**config.mk**
```make
export PLATFORM = sky130hd
export DESIGN_NAME = input_conditioner
export DESIGN_NICKNAME = d
export VERILOG_FILES = /design/src/rtl/input_conditioner.sv
export SDC_FILE = /design/constraint.sdc
export NUM_CORES = 1
export LEC_CHECK = 0
export CORE_AREA = 4 4 41 43
export CTS_CLUSTER_DIAMETER = 30
export DETAILED_ROUTE_END_ITERATION = 8
export DIE_AREA = 0 0 45 47
export DONT_BUFFER_PORTS = 1
export RECOVER_POWER = 100
export SLEW_MARGIN = 20
export SYNTH_ARGS = -nofsm -noshare
export SYNTH_HDL_FRONTEND = slang
export SYNTH_SLANG_ARGS = --single-unit
```
**constraint.sdc**
```tcl
create_clock -name clk -period 2.6 [get_ports clk]
set_clock_uncertainty 0.1 [all_clocks]
set_input_delay 0.78 -clock clk [delete_from_list [all_inputs] [get_ports clk]]
set_output_delay 0.78 -clock clk [all_outputs]
set_load 0.01 [all_outputs]
```
**src/rtl/input_conditioner.sv**
```systemverilog
// Turns a raw asynchronous, bouncing input into a clean registered level
// plus one-cycle rise/fall pulses, via a 2-FF synchronizer and a run-length filter.
module input_conditioner #(
   parameter int STABLE_CYCLES = 4,
   parameter int CNT_W         = 3
) (
   input  logic clk,
   input  logic rst,
   input  logic din,
   output logic q,
   output logic qbar,
   output logic rise,
   output logic fall
);

   typedef enum logic [1:0] {
      LOW   = 2'd0,
      CHK_H = 2'd1,
      HIGH  = 2'd2,
      CHK_L = 2'd3
   } state_t;

   localparam logic [CNT_W-1:0] LAST = CNT_W'(STABLE_CYCLES - 1);
   localparam logic [CNT_W-1:0] ONE  = CNT_W'(1);

   logic             s1_q, s1_d;
   logic             s2_q, s2_d;
   state_t           state_q, state_d;
   logic [CNT_W-1:0] cnt_q, cnt_d;
   logic             q_q, q_d;
   logic             qbar_q, qbar_d;
   logic             rise_q, rise_d;
   logic             fall_q, fall_d;

   always_comb begin
      s1_d    = din;
      s2_d    = s1_q;
      state_d = state_q;
      cnt_d   = cnt_q;
      q_d     = q_q;
      qbar_d  = qbar_q;
      rise_d  = 1'b0;
      fall_d  = 1'b0;
      unique case (state_q)
         LOW: begin
            if (s2_q) begin
               state_d = CHK_H;
               cnt_d   = ONE;
            end else begin
               cnt_d = '0;
            end
         end
         CHK_H: begin
            if (!s2_q) begin
               state_d = LOW;
               cnt_d   = '0;
            end else if (cnt_q == LAST) begin
               state_d = HIGH;
               cnt_d   = '0;
               q_d     = 1'b1;
               qbar_d  = 1'b0;
               rise_d  = 1'b1;
            end else begin
               cnt_d = cnt_q + ONE;
            end
         end
         HIGH: begin
            if (!s2_q) begin
               state_d = CHK_L;
               cnt_d   = ONE;
            end else begin
               cnt_d = '0;
            end
         end
         CHK_L: begin
            if (s2_q) begin
               state_d = HIGH;
               cnt_d   = '0;
            end else if (cnt_q == LAST) begin
               state_d = LOW;
               cnt_d   = '0;
               q_d     = 1'b0;
               qbar_d  = 1'b1;
               fall_d  = 1'b1;
            end else begin
               cnt_d = cnt_q + ONE;
            end
         end
         default: begin
            state_d = LOW;
            cnt_d   = '0;
         end
      endcase
   end

   // Reset wins over every transition, including an acceptance in flight.
   always_ff @(posedge clk) begin
      if (rst) begin
         s1_q    <= 1'b0;
         s2_q    <= 1'b0;
         state_q <= LOW;
         cnt_q   <= '0;
         q_q     <= 1'b0;
         qbar_q  <= 1'b1;
         rise_q  <= 1'b0;
         fall_q  <= 1'b0;
      end else begin
         s1_q    <= s1_d;
         s2_q    <= s2_d;
         state_q <= state_d;
         cnt_q   <= cnt_d;
         q_q     <= q_d;
         qbar_q  <= qbar_d;
         rise_q  <= rise_d;
         fall_q  <= fall_d;
      end
   end

   assign q    = q_q;
   assign qbar = qbar_q;
   assign rise = rise_q;
   assign fall = fall_q;

endmodule

```
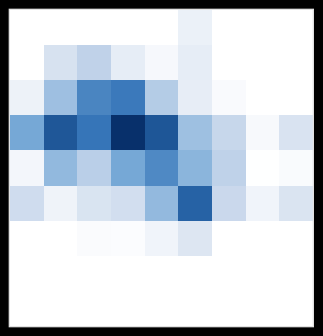
(images/wire_density.png)
9 x 9 tiles, from white (low) to dark blue (high), scaled to the fullest tile. Values are wire area over tile area, all layers added.
- fullest tile: 0.29
- mean over tiles: 0.047
- emptiest ninth of the die: lower right

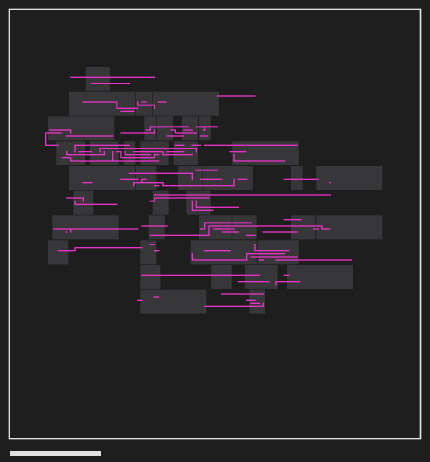
(images/met1.png)
The bar under the picture is 10 microns long.
- wire length on this layer: 335 microns
- share of all routed wire: 54%

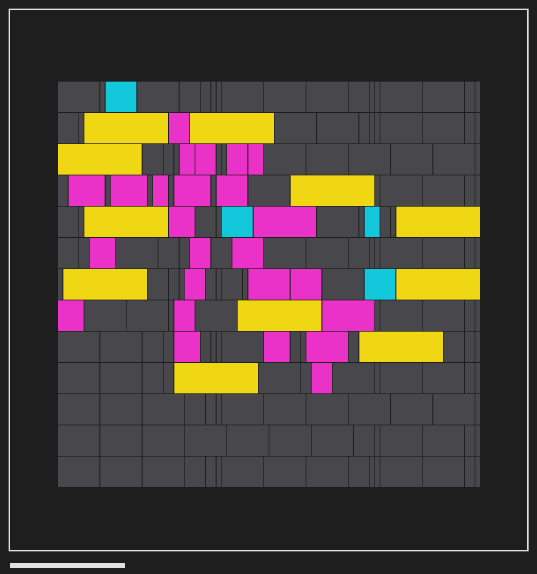
(images/cell_classes.png)
The bar under the picture is 10 microns long. Fill, decap, tap and diode cells in grey.
- cyan: clock drivers and dummy loads (cells 4; share of their area 6.3%)
- yellow: flip-flops (cells 11; share of their area 52%)
- magenta: all other logic (cells 25; share of their area 41%)

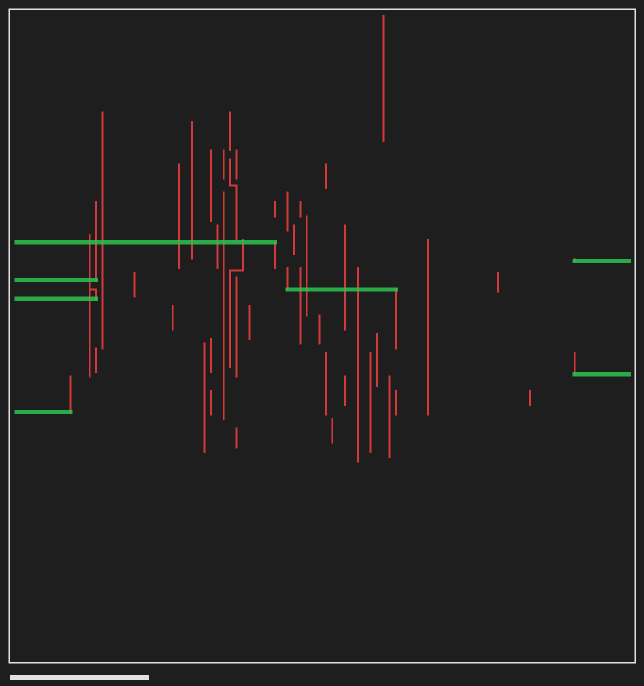
(images/metal_stack.png)
The bar under the picture is 10 microns long. Only two layers are drawn.
- green: met3 (wire length 49.7 microns)
- red: met2 (wire length 234 microns)

==> Slide: Implementation Results <==
Run Summary

Outcome
  • Result of the run: completed

Floorplanning
  • Total core area: 1301 sq um
  • Die width: 45 microns
  • Row count: 13
  • Chip height: 47 microns
  • Chip footprint: 2115 sq um
  • Init Core Util: 0.3087
  • Top-level port count: 7

Yosys
  • Combinational family with the most area after synthesis: simple AND/OR/NAND/NOR gates
  • Mux share: 0
  • Seq share, synth: 0.5483
  • Top cells by area in the synthesized netlist: sky130_fd_sc_hd__dfxtp_1 (55%), sky130_fd_sc_hd__and4b_1 (5.0%), sky130_fd_sc_hd__nand4b_2 (3.7%)
  • Post-Synth Adder-Cell Area: 0.03115
  • Count of mapped cells out of synthesis: 37
  • Cell area after synthesis: 401.6 sq um
  • Count of warnings emitted by yosys: 0
  • Number of synthesized register bits: 11
  • Number of flops mapped to enable cells by yosys: 0
  • Fraction of the mapped netlist area in simple logic gates: 0.2679
  • Yosys stat chip area: 401.6 sq um
  • Share of the synthesized netlist area taken by xor and xnor gates: 0
  • Synthesized net count: 41
  • Mapped Avg Cell Area: 10.86 sq um
  • Yosys aoi share: 0.1340
  • Top area contributor share: 0.5483
  • Count of cell types in the netlist: 21
  • Post-synth top flop: sky130_fd_sc_hd__dfxtp_1
  • Number of standard cells reported by yosys: 37
  • Fraction of registers with async set/reset: 0
  • Cell type contributing the most total cell area after synthesis: sky130_fd_sc_hd__dfxtp_1

Worst setup path
  • Data required, critical path: 1720 ps
  • Data arrival at the endpoint of the critical path: 670 ps
  • Kind of critical path: register to output pin
  • CP max FO: 3
  • Start of the worst register-to-register path: cnt_q[0]
  • Setup crit start kind: register
  • Timing startpoint of the critical path: qbar
  • Critical path endpoint category: output pin

Clock tree
  • Clock latency of the later-clocked register in the worst-skew pair: 270 ps
  • Number of CTS-inserted buffers: 3
  • PostCTS Resize Cnt: 0
  • Clock edge transition at the registers on the reported setup and hold paths: 70 ps
  • CTS tree: yes
  • Postcts setup bufs: 0
  • Root Buffer Master: sky130_fd_sc_hd__clkbuf_4
  • Clock tree sinks: 11
  • Number of hold-repair buffers added at the cts stage: 0
  • Count of H-tree levels built during CTS: 1
  • Clock Path Buffers: 2

Pwr
  • Worst vdd rail ir drop: 219.5 uV
  • Power drawn by the clock network: 0.000114 W
  • Combinational power: 0.00000919 W
  • Int Pwr: 0.0002405 W
  • Group with the largest share of power: registers
  • Combinational share of power: 0.030
  • PD cells: 695.5 nW/um^2
  • Power Sequential: 0.000182 W
  • Clock network fraction of design power: 0.374
  • Leakage power summed over all cells: 0.1857 nW
  • Switching pwr: 0.00006496 W
  • Part of the power in registers: 0.596
  • Switching power share of the total: 0.2127

Timing
  • Post-layout min period: 1554 ps
  • Unrepaired setup endpoints after global routing: no
  • Total negative setup slack: 0 ps
  • Maximum clock frequency: 643.4 MHz
  • Final setup violating endpoints: 0
  • Max-slew violation count: 0
  • Hold Fails Final Rpt: 0
  • Worst max-slew margin expressed relative to the limit: 0.8519
  • Worst Max-Slew Pin Slew: 220.5 ps
  • Portion of the clock cycle consumed by the worst path in the final layout: 0.5978

Placement
  • Number of I/O port buffers: 0
  • Routability-driven placement congestion ratio: 0.6643
  • DP Cell Count: 51

Global route
  • Antenna violations before repair: 0
  • Number of global-route vias before repair: 231
  • Global-route wire length before repair: 972 microns
  • Pin count of the biggest net entering global routing: 10
  • Global routing usage summed across all routing layers: 0.07058
  • Total overflow reported by the global router: 0

Final layout
  • Count of inserted antenna diode cells: 0
  • Synthesis-to-finish area growth: 9.346%
  • Most frequently placed logic cells in the final layout: sky130_fd_sc_hd__dfxtp_1 (11), sky130_fd_sc_hd__a21oi_1 (3), sky130_fd_sc_hd__clkbuf_4 (3)
  • Utilization after layout: 0.3375
  • Fraction of layout instances using a drive strength above 1: 0.1250
  • Layout net count: 45
  • Most common logic cell in the routed design: sky130_fd_sc_hd__dfxtp_1
  • Number of non-filler instances in the completed layout: 55

Drt
  • Vias after detailed routing: 257
  • Number of DRC markers after the initial detailed-route iteration: 2
  • WL final: 618 microns
  • Residual DRC: 0
  • Average via count per standard cell: 4.673
  • Number of iterations in the first detailed-routing pass: 3
  • Number of nets with antenna violations after routing: 0
  • Wire length per cell after detailed routing: 11.24 microns

Flow run
  • Number of max-cap violations: 0
  • Count of tool warnings: 26

Hold path
  • Worst min path class: register to register
  • Min-delay src: s1_q
[cells by family after synthesis]
kind of cell	Yosys count
buf+inv	2
compound gates	8
fa+ha+maj	1
flops	11
simple gates	15
[final cells by class]
type                            instances  area, sq um
Fill cell                             144        862.1
Sequential cell                        11        220.2
Multi-Input combinational cell         24        170.2
Clock buffer                            4        26.28
Tap cell                               15        18.77
Inverter                                1        3.754
[metal layers]
metal / global-route usage / vias up / share of wire / routed length (microns)
met5: 0 / - / 0 / 0
met3: 0.05747 / 0 / 0.079 / 49
met1: 0.07816 / 112 / 0.54 / 335
met4: 0.03509 / 0 / 0 / 0
li1: - / 137 / - / -
met2: 0.09605 / 8 / 0.38 / 233
[final timing paths]
kind | end | slack, ps | depth (start not counted)
max | qbar | 1050 | 0
min | s2_q | 340 | 1
max reg2reg | qbar | 1280 | 4
min reg2reg | s2_q | 340 | 1
[Yosys cell counts (2+ instances only)]
master / count
sky130_fd_sc_hd__nor2b_1: 2
sky130_fd_sc_hd__and2_1: 2
sky130_fd_sc_hd__nor3_1: 2
sky130_fd_sc_hd__a21oi_1: 2
sky130_fd_sc_hd__dfxtp_1: 11
sky130_fd_sc_hd__and4b_1: 2
sky130_fd_sc_hd__o21ai_0: 2
[through the flow]
stage	worst slack [ps]	total power [W]	cell area, sq um	hold WS (ps)
global placement	1262	0.0001953	416.7	334.6
floorplan	1069	0.0001951	401.6	313.8
detailed placement	1259	0.0001954	416.7	332.3
CTS	1032	0.0003133	442.9	351.3
global route	1006	0.0003236	439.2	365.1
finish	1046	0.0003054	439.2	341.7
[flip-flops by register name (all words and copies together), names as in the netlist, named ones only]
register	count
cnt_q	3
fall	1
q	1
qbar	1
rise	1
s1_q	1
s2_q	1
state_q	1
Power is estimated from default activity; no workload was simulated.
